File: src/rtl/scrambler_pkg.sv
// Shared definitions for the macroblock sign scrambler and the
// unscrambler-side test models: widths, position field layout, FSM states.
package scrambler_pkg;

    // Message word and scan-position geometry.
    localparam int WORD_W   = 64;
    localparam int POS_W    = $clog2(WORD_W);
    localparam int POSF_W   = POS_W + 1;
    localparam int POS_LAST = POS_W;

    // Bit counter / declared size width (0..WORD_W inclusive).
    localparam int SIZE_W = POS_W + 1;
    localparam logic [SIZE_W-1:0] CNT_MAX = '1;

    typedef enum logic [1:0] {
        IDLE,
        LOAD,
        RUN,
        CHECK
    } state_t;

    // Scan position 0 maps to the message MSB.
    function automatic logic [POS_W-1:0] bit_index(
        input logic [POS_W-1:0] pos
    );
        return POS_W'(WORD_W - 1) - pos;
    endfunction

endpackage

File: src/rtl/scrambler_bitsel.sv
// Registered 64:1 bit select of the current message word, indexed by scan
// position. Ports: clk, rst (async active-low), en, word, pos -> bit_out.
module scrambler_bitsel
    import scrambler_pkg::*;
(
    input  logic              clk,
    input  logic              rst,
    input  logic              en,
    input  logic [WORD_W-1:0] word,
    input  logic [POS_W-1:0]  pos,
    output logic              bit_out
);

    always_ff @(posedge clk or negedge rst) begin
        if (!rst) begin
            bit_out <= 1'b0;
        end else if (en) begin
            bit_out <= word[bit_index(pos)];
        end
    end

endmodule

File: src/rtl/scrambler.sv
// Transmit-side sign scrambler: one message word per macroblock, one sign
// bit per popped scan position, emitted in position order with a size check.
// Ports:
//   clk, rst (async active-low), clk_en (global stall)
//   msg_in/msg_size/msg_empty/msg_rd : message FIFO (non-show-ahead)
//   pos_in/pos_empty/pos_rd          : position FIFO, pos_in[6] = last of mb
//   sign_afull                       : sign FIFO nearly full (2-entry margin)
//   sign_out/sign_last/sign_wr       : sign FIFO write side
//   size_err                         : emitted count != declared size
module scrambler
    import scrambler_pkg::*;
(
    input  logic              clk,
    input  logic              rst,
    input  logic              clk_en,
    input  logic [WORD_W-1:0] msg_in,
    input  logic [SIZE_W-1:0] msg_size,
    input  logic              msg_empty,
    output logic              msg_rd,
    input  logic [POSF_W-1:0] pos_in,
    input  logic              pos_empty,
    output logic              pos_rd,
    input  logic              sign_afull,
    output logic              sign_out,
    output logic              sign_last,
    output logic              sign_wr,
    output logic              size_err
);

    state_t state;
    state_t state_nxt;

    logic [WORD_W-1:0] word_r;
    logic [SIZE_W-1:0] size_r;
    logic [SIZE_W-1:0] cnt;
    logic              pos_v;
    logic              end_seen;
    logic              sign_wr_q;
    logic              sign_last_q;

    logic run_v;
    logic last_v;
    logic stop;

    // A valid position is only consumed in RUN; last_v closes the mb.
    assign run_v  = pos_v && (state == RUN);
    assign last_v = run_v && pos_in[POS_LAST];

    // Never fetch past the last position of the current mb.
    assign stop = (pos_v && pos_in[POS_LAST]) || end_seen;

    always_comb begin
        state_nxt = state;
        msg_rd    = 1'b0;
        pos_rd    = 1'b0;
        size_err  = 1'b0;
        unique case (state)
            IDLE: begin
                msg_rd = clk_en && !msg_empty;
                if (msg_rd) begin
                    state_nxt = LOAD;
                end
            end
            LOAD: begin
                if (clk_en) begin
                    state_nxt = RUN;
                end
            end
            RUN: begin
                pos_rd = clk_en && !pos_empty && !sign_afull && !stop;
                if (clk_en && last_v) begin
                    state_nxt = CHECK;
                end
            end
            CHECK: begin
                // cnt already includes the last bit of the mb here.
                size_err = clk_en && (cnt != size_r);
                if (clk_en) begin
                    state_nxt = IDLE;
                end
            end
            default: begin
                state_nxt = IDLE;
            end
        endcase
    end

    always_ff @(posedge clk or negedge rst) begin
        if (!rst) begin
            state       <= IDLE;
            word_r      <= '0;
            size_r      <= '0;
            cnt         <= '0;
            pos_v       <= 1'b0;
            end_seen    <= 1'b0;
            sign_wr_q   <= 1'b0;
            sign_last_q <= 1'b0;
        end else if (clk_en) begin
            state     <= state_nxt;
            pos_v     <= pos_rd;
            sign_wr_q <= run_v;
            if (run_v) begin
                sign_last_q <= pos_in[POS_LAST];
                if (cnt != CNT_MAX) begin
                    cnt <= cnt + 1'b1;
                end
            end
            if (last_v) begin
                end_seen <= 1'b1;
            end
            if (state == LOAD) begin
                word_r   <= msg_in;
                size_r   <= msg_size;
                cnt      <= '0;
                end_seen <= 1'b0;
            end
        end
    end

    // Bit select is registered alongside sign_wr_q so data and strobe align.
    scrambler_bitsel u_bitsel (
        .clk     (clk),
        .rst     (rst),
        .en      (clk_en && run_v),
        .word    (word_r),
        .pos     (pos_in[POS_W-1:0]),
        .bit_out (sign_out)
    );

    // A held write is replayed exactly once when the stall lifts.
    assign sign_wr   = sign_wr_q && clk_en;
    assign sign_last = sign_last_q;

endmodule

File: config.mk
export PLATFORM = sky130hd
export DESIGN_NAME = scrambler
export DESIGN_NICKNAME = d
export VERILOG_FILES = /design/src/rtl/scrambler_pkg.sv /design/src/rtl/scrambler_bitsel.sv /design/src/rtl/scrambler.sv
export SDC_FILE = /design/constraint.sdc
export NUM_CORES = 1
export LEC_CHECK = 0
export CAP_MARGIN = 10
export CORE_MARGIN = 8
export CORE_UTILIZATION = 54
export DETAILED_ROUTE_END_ITERATION = 12
export GPL_ROUTABILITY_DRIVEN = 1
export PLACE_DENSITY = 0.85
export SLEW_MARGIN = 20
export SYNTH_ARGS = -nofsm -noshare
export SYNTH_HDL_FRONTEND = slang
export SYNTH_SLANG_ARGS = --single-unit
export TNS_END_PERCENT = 5
File: constraint.sdc
create_clock -name clk -period 4.7 [get_ports clk]
set_input_delay 0.47 -clock clk [delete_from_list [all_inputs] [get_ports clk]]
set_output_delay 0.47 -clock clk [all_outputs]
set_load 0.05 [all_outputs]
==> notes.md, run 1 <==
The implementation run finished. Among logic cells in the layout, the one with the most instances is nand2_1. The slew check shows that the tightest pin keeps a relative margin of 0.453. The tree is rooted in a clkbuf_8. Looking at the post-CTS report, the setup buffer insertion count equals 0. Between clock sinks in the finished design, the worst skew comes to between 8 and 9 ps.

The routed design uses around 540 um of met3 wire. The slowest stage of the critical path is the clkdlybuf4s50_1 cell. In the synthesized netlist the dominant register cell turns out to be dfrtp_1. Measured along the y axis, the die boundary spans approximately 100 um.

After detailed routing, the number of remaining DRC violations is 0. Counting flops and latches in the post-synthesis netlist gives about 85. Number of standard cells in the final layout excluding fillers landed at about 600.

The design draws ~2.5 mW. Traced cell by cell, the critical path runs through inv_1 > ha_1 > nand3_1 > nor4_1 > clkdlybuf4s50_1. Counting pins that exceed their max-slew limit in the final report gives 0. STA classifies the critical path startpoint as a flop.

Synthesized instance count landed at ~420. In the synthesis report, Yosys lists the chip area as ~4000 um^2. The script extracted a total leakage power of ~2.6 nW. Sorting the Yosys area breakdown by cell type puts at the top dfrtp_1. Antenna cell count landed at 0. Total power per unit cell area landed at around 490 nW/um^2. Number of H-tree levels landed at 3. Cell area after synthesis landed at 4030 um^2.

TritonCTS built the clock tree. The first global-routing pass estimated between 15000 and 20000 um of wire. Clock insertion delay at the later pin of the skew report landed at between 300 and 400 ps. Per the GRT congestion report, total overflow comes to 0. Broken down by cell family, the worst path's largest delay share belongs to buffers and inverters. Remaining antenna violation count landed at 0. OpenROAD warning count landed at 30. Of the total synthesized cell area, the portion taken by XOR and XNOR cells is 0.0261.

The flow ran to the end, and the final reports show no timing, DRC or antenna violations. Per the detail_route log, met2 wirelength is approximately 4700 um. Area share of the largest cell type after synthesis landed at 0.527. Horizontal die dimension landed at between 100 and 150 um. Max-capacitance violation count landed at 0.

The die covers approximately 10000 um^2. Among the non-sequential cells, simple AND/OR/NAND/NOR gates take the most area. Portion of the post-synthesis area used by sequential elements landed at 0.527. Fraction of final layout cells sized beyond drive strength 1 landed at 0.0656.

STA puts the critical path data arrival time at 2400 ps. Setup repair after global routing left no endpoint under its margin.
## run 1: final timing paths
path                                           to  slack, ps
min reg2reg                 sign_last$_DFFE_PN0P_        480
max reg2reg                word_r[11]$_DFFE_PN0P_       2620
min in group clk            sign_last$_DFFE_PN0P_        480
max in group asynchronous  word_r[28]$_DFFE_PN0P_       4000
min                         size_r[1]$_DFFE_PN0P_        140
max                                        pos_rd       1830
## run 1: flip-flops by register name, summed over array words and instances, names as in the netlist
| register | count |
|---|---|
| word_r | 64 |
| cnt | 7 |
| size_r | 7 |
| state | 2 |
| end_seen | 1 |
| pos_v | 1 |
| sign_last | 1 |
| sign_wr_q | 1 |
| u_bitsel.bit_out | 1 |
## run 1: where the power goes
| group | total [mW] | leakage (nW) | switching [mW] | internal, mW |
|---|---|---|---|---|
| Sequential | 1.22 | 1.08 | 0.189 | 1.03 |
| Clock | 0.514 | 0.101 | 0.244 | 0.270 |
| Combinational | 0.804 | 1.37 | 0.424 | 0.380 |
## run 1: final cells by class
type | count | area (um^2)
inverters | 4 | 15.0
clock inverters | 4 | 47.5
well taps | 99 | 124
flip-flops and latches | 85 | 2130
clock buffers | 11 | 151
multi-input cells | 308 | 1780
repair buffers | 91 | 907
fillers | 546 | 2100
## run 1: per-layer routing
metal  up-vias  global-route usage
met5         -                   0
met4         0              0.0801
met3        18              0.0416
met2        96               0.333
met1      1515               0.220
li1       1526                   -
## run 1: stage by stage
stage	instance area, um^2	utilization
after global placement	4950	0.682
final	5150	0.710
after CTS	5150	0.710
after global routing	5150	0.710
after detailed placement	4950	0.682
after floorplan	4030	-
## run 1: kinds of logic after synthesis
kind of cell    Yosys count
simple gates            249
flops                    85
buf+inv                  27
mux                      24
compound gates           17
xor+xnor                 12
fa+ha+maj                 6
### Placed cells, one colour a class, run 1

Bar = 20 um.
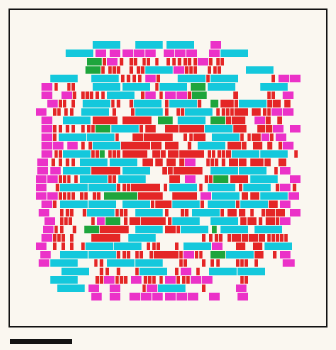
Key: clock drivers and dummy loads = green [cells 15]; flops = cyan [cells 85]; other buffers and delay cells = magenta [cells 91]; all other logic = red [cells 312]
core outline area: 7250 um^2
fraction of standard cell area that is sequential: 0.413
utilization after layout: 0.710
final cell area excluding filler cells: 5150 um^2

### Wire density map, run 1

Bar = 20 um. The die is cut into 20 by 20 equal tiles; dark purple is low, yellow is high, scaled to the fullest tile. Values are wire area over tile area, all layers added.
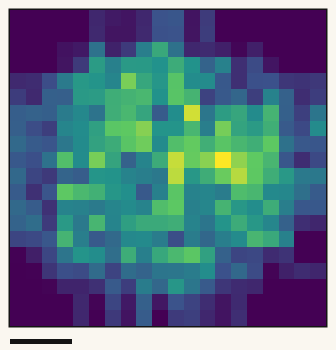
The densest ninth of the die: centre. The fullest tile reaches 0.45. The emptiest ninth of the die: north-east. 19% of the tiles are nearly empty.
All-Layer GR Usage: 0.191
post-DR wirelength/cell: 15.6 um
Routed WL: 9390 um
routed vias: 3155

### Port wiring, run 1

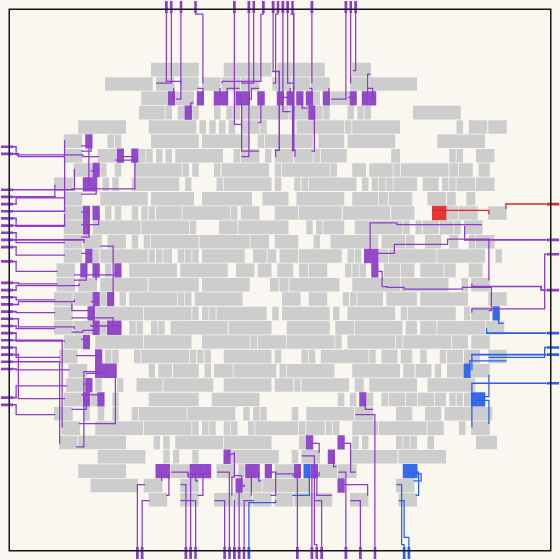
Key: msg_in = purple [bits 64, direction input, end cells 64, buffers 64, wire 1400 um]; msg_rd = red [bits 1, direction output, end cells 1, buffers 1, wire 19.7 um]; msg_size = blue [bits 7, direction input, end cells 7, buffers 7, wire 145 um]
count of port buffers added during placement: 89
top-level port count: 90

### Routing congestion, run 1

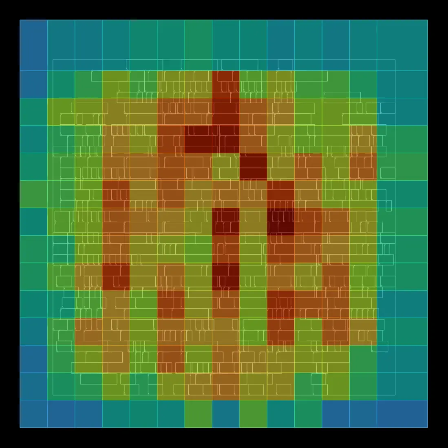
Global Route met3 Usage: 0.0416
met2 capacity usage during global routing: 0.333
busiest grt layer: met2
met1 capacity usage during global routing: 0.220

### Sizing map, run 1

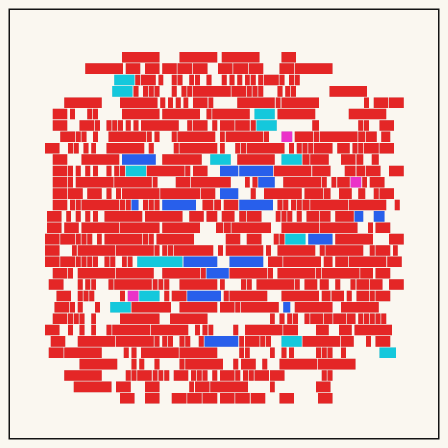

--- run 2 (diff from run 1) ---
- CORE_UTILIZATION: 54 -> 50
- PLACE_DENSITY: 0.85 -> 0.79
- clock period: 4.7 -> 2.94 ns (I/O delays scaled with it)
### Sizing map, run 2

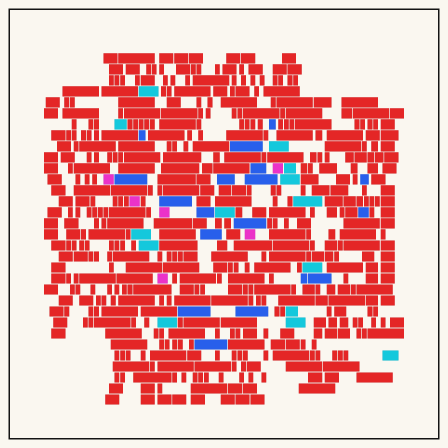
Key: drive 2 = blue [cells 18, most used mux4_2]; drive 6 and up = cyan [cells 14, most used clkbuf_8]; drive 3 to 4 = magenta [cells 6, most used buf_4]; drive 1 or less = red [cells 470, most used nand2_1]
count of plain and timing-repair buffers in the layout: 95
Layout Area Growth over Synthesis: 28.3%
minimum setup slack in the final design: 417 ps

### Placed cells, one colour a class, run 2

Bar = 20 um.
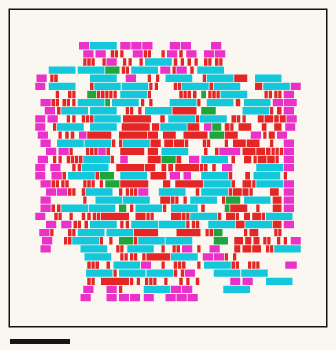
Key: clock drivers and dummy loads = green [cells 16]; other buffers and delay cells = magenta [cells 95]; flops = cyan [cells 85]; all other logic = red [cells 312]
utilization after layout: 0.666
number of rows in the core area: 32
final cell area excluding filler cells: 5170 um^2
fraction of standard cell area that is sequential: 0.411
core outline area: 7770 um^2

==> run 2 against run 1 <==
The flow now finishes with violations (hold timing); area after synthesis unchanged; utilization decreased by 4.4 points; via count increased by 0.82%; cell area increased by 0.44%; global-route usage decreased by 1.0 points; clock power increased by 44%; sequential power increased by about 60%; power increased by 58%; sequential share of layout area decreased by 0.18 points; critical path type unchanged; largest cell class unchanged.
==> notes.md, run 2 <==
The implementation run finished. The run finished, with violations left. The final reports fail on hold timing. Remaining global-route overflow landed at 0 (unchanged). The number of setup buffers added after CTS came to 0 (unchanged).

The post-synthesis chip area from yosys was 4030 um^2 (unchanged). The combinational power is 1.32 mW (+64%). Remaining antenna violation count landed at 0 (unchanged).

Net switching component of the power landed at 1.42 mW (+66%). The registers reported with the highest flop counts are word_r (64), cnt (7), size_r (7). Flop and latch count out of synthesis landed at 85 (unchanged).

Number of standard cells in the final layout excluding fillers landed at 610 (+1.3%). The fraction of power consumed by combinational cells was 0.330 (+0.013). The share of total power in the clock network is 0.185 (-0.018). Final hold analysis gives a worst-case slack of -21.9 ps. Counting endpoints that fail hold in the final report gives 37. Horizontal die dimension landed at 106 um (+3.3%). Area occupied by registers landed at 2130 um^2 (unchanged). Among cell families on the critical path, the largest total delay comes from buffers and inverters. The relative slew slack came to 0.451 (-0.00188). The power share of the sequential group is 0.485 (+0.004).
### Routing congestion, run 2

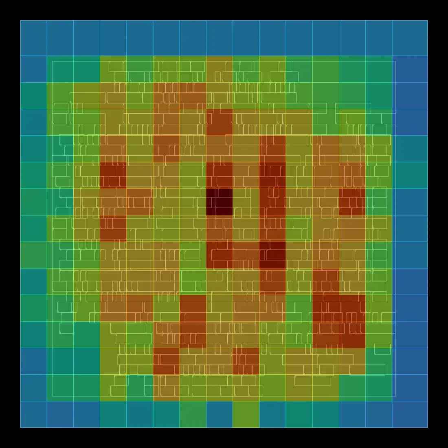
met2 capacity usage during global routing: 0.312
post-DR wirelength/cell: 15.9 um
Global Route met3 Usage: 0.0451
met1 capacity usage during global routing: 0.214
All-Layer GR Usage: 0.180

[run 2: cell counts after synthesis]
Identical to the previous run, type by type.
[run 2: routing by layer]
layer	track usage	part of all wire	vias up
met5	0	0	-
met4	0.0593	0.014	0
met3	0.0451	0.062	13
met2	0.312	0.51	93
met1	0.214	0.42	1542
li1	-	-	1533
[run 2: metrics by stage]
| stage | worst slack (ps) | total power, mW | util |
|---|---|---|---|
| CTS | 178 | 4.04 | 0.665 |
| global route | 259 | 4.32 | 0.666 |
| detailed placement | 436 | 3.29 | 0.643 |
| finish | 417 | 4.01 | 0.666 |
| global placement | 541 | 3.20 | 0.643 |
| floorplan | 356 | 2.81 | - |
[run 2: how the worst max path moves through the flow]
| stage | start | to | slack (ps) | depth (start not counted) |
|---|---|---|---|---|
| 2_1_floorplan | state[0]$_DFFE_PN0P_ | pos_rd | 360 | 4 |
| 3_3_place_gp | clk_en | pos_rd | 540 | 4 |
| 3_5_place_dp | clk_en | pos_rd | 440 | 4 |
| 4_1_cts | state[0]$_DFFE_PN0P_ | pos_rd | 180 | 5 |
| 5_1_grt | cnt[0]$_DFFE_PN0P_ | size_err | 260 | 4 |
| 6_report | cnt[0]$_DFFE_PN0P_ | size_err | 420 | 4 |
[run 2: layout make-up]
| type | instances | share of cell area |
|---|---|---|
| Timing Repair Buffer | 95 | 0.184 |
| Multi-Input combinational cell | 308 | 0.344 |
| Inverter | 4 | 0.00290 |
| Clock buffer | 9 | 0.0239 |
| Clock inverter | 7 | 0.00943 |
| Sequential cell | 85 | 0.411 |
| Tap cell | 102 | 0.0247 |
[run 2: worst register-to-register path: stages (launching register included)]
cell and delay (ps):
dfrtp_1 410, inv_1 140, ha_1 260, nand3_1 300
a41oi_2 460, nand4_1 180, xor2_1 170, nor2_1 120
--- run 3 (diff from run 2) ---
- CAP_MARGIN: 10 -> default
- CTS_CLUSTER_DIAMETER: default -> 100
### Placed cells, one colour a class, run 3

Bar = 20 um.
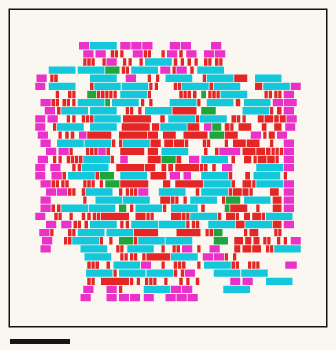
Key: clock drivers and dummy loads = green [cells 16]; flops = cyan [cells 85]; all other logic = red [cells 312]; other buffers and delay cells = magenta [cells 95]

### Routing congestion, run 3

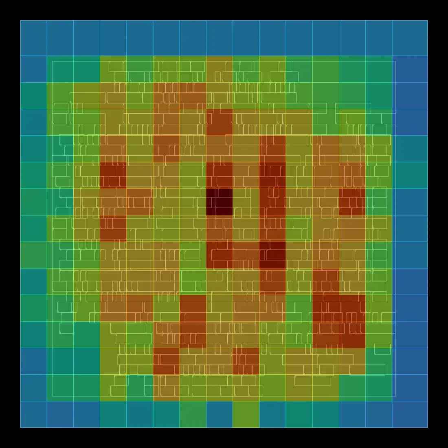

==> run 3 against run 2 <==
The flow still finishes with violations (hold timing); non-clock buffer count unchanged; clock skew unchanged; die area unchanged; cell area is the same; combinational power is essentially flat; worst hold slack unchanged; largest power group unchanged; area after synthesis unchanged; maximum frequency stayed put; highest routed layer unchanged; via count stayed put.
==> notes.md, run 3 <==
The implementation run finished. Final cell area excluding filler cells landed at 5170 um^2 (unchanged). The number of maximum-capacitance violations recorded for the run is 0. Placeable core area landed at 7770 um^2 (unchanged).

The checks that failed: hold timing. Total global routing track utilization landed at 0.180 (unchanged). Post-place setup slack landed at 436 ps (unchanged). The largest registers in the layout are word_r (64), cnt (7), size_r (7). Relative slew slack landed at 0.451 (unchanged). Number of standard cells in the final layout excluding fillers landed at 610 (unchanged). Setup slack after layout landed at 417 ps (unchanged). Following the worst setup path forward leads to its endpoint at size_err. Summed negative setup slack over all endpoints landed at 0 ps. The final cell utilization of the core is 0.666 (unchanged).

Count of final hold-check violations landed at 37 (unchanged). The area occupied by registers came to 2130 um^2 (unchanged). Post-route worst hold slack landed at -21.9 ps (unchanged). The final routed wire length divided by cell count came to 15.9 um (unchanged). Post-synthesis to final-layout area growth landed at 28.3% (unchanged). Post-synthesis chip area from yosys landed at 4030 um^2 (unchanged).

The cell row count was 32 (unchanged). The register with the most flip-flops in the final layout is word_r. Grouping stages by cell kind, the critical path spends the most delay in buffers and inverters.

The run finished, with violations left. Total chip power landed at 4.01 mW (unchanged).
### Sizing map, run 3

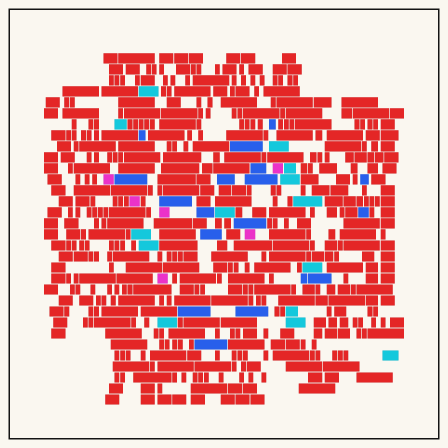
Key: drive 2 = blue [cells 18, most used mux4_2]; drive 3 to 4 = magenta [cells 6, most used buf_4]; drive 1 or less = red [cells 470, most used nand2_1]; drive 6 and up = cyan [cells 14, most used clkbuf_8]

[run 3: cell counts after synthesis]
No cell type changed its count.
[run 3: cells by family after synthesis]
group / synth area share
DFF: 0.527
buffers and inverters: 0.0323
adders and majority gates: 0.0186
xor gates and xnor gates: 0.0261
AOI/OAI and AO/OA: 0.0329
and+or+nand+nor: 0.246
muxes: 0.117
[run 3: area by class of cell]
type | instances | area share
Timing Repair Buffer | 95 | 0.184
Inverter | 4 | 0.00290
Clock buffer | 9 | 0.0239
Sequential cell | 85 | 0.411
Tap cell | 102 | 0.0247
Multi-Input combinational cell | 308 | 0.344
Clock inverter | 7 | 0.00943
[run 3: worst min-delay path by stage]
stage,start,endpoint,slack (ps)
4_1_cts,rst,pos_v$_DFFE_PN0P_,150
3_5_place_dp,word_r[34]$_DFFE_PN0P_,word_r[34]$_DFFE_PN0P_,460
6_report,rst,size_r[4]$_DFFE_PN0P_,-20
3_3_place_gp,word_r[35]$_DFFE_PN0P_,word_r[35]$_DFFE_PN0P_,450
2_1_floorplan,rst,cnt[0]$_DFFE_PN0P_,-2
5_1_grt,rst,size_r[3]$_DFFE_PN0P_,40
[run 3: repair_timing]
action                                  CTS  global route
gates resized                             0             1
hold endpoints to repair                  0             0
endpoints found under the setup margin    0             1
setup buffers                             0             0
[run 3: routing by layer]
metal,GRT usage,up-vias,part of all wire
li1,-,1533,-
met1,0.214,1542,0.42
met2,0.312,93,0.51
met3,0.0451,13,0.062
met4,0.0593,0,0.014
met5,0,-,0
[run 3: where the power goes]
part	internal (mW)	switching, mW	leakage [nW]
Combinational	0.629	0.696	1.41
Sequential	1.65	0.298	1.08
Clock	0.311	0.430	0.0902
Total	2.59	1.42	2.58
Power figures rest on the tool's default switching activity, not on a simulated workload.
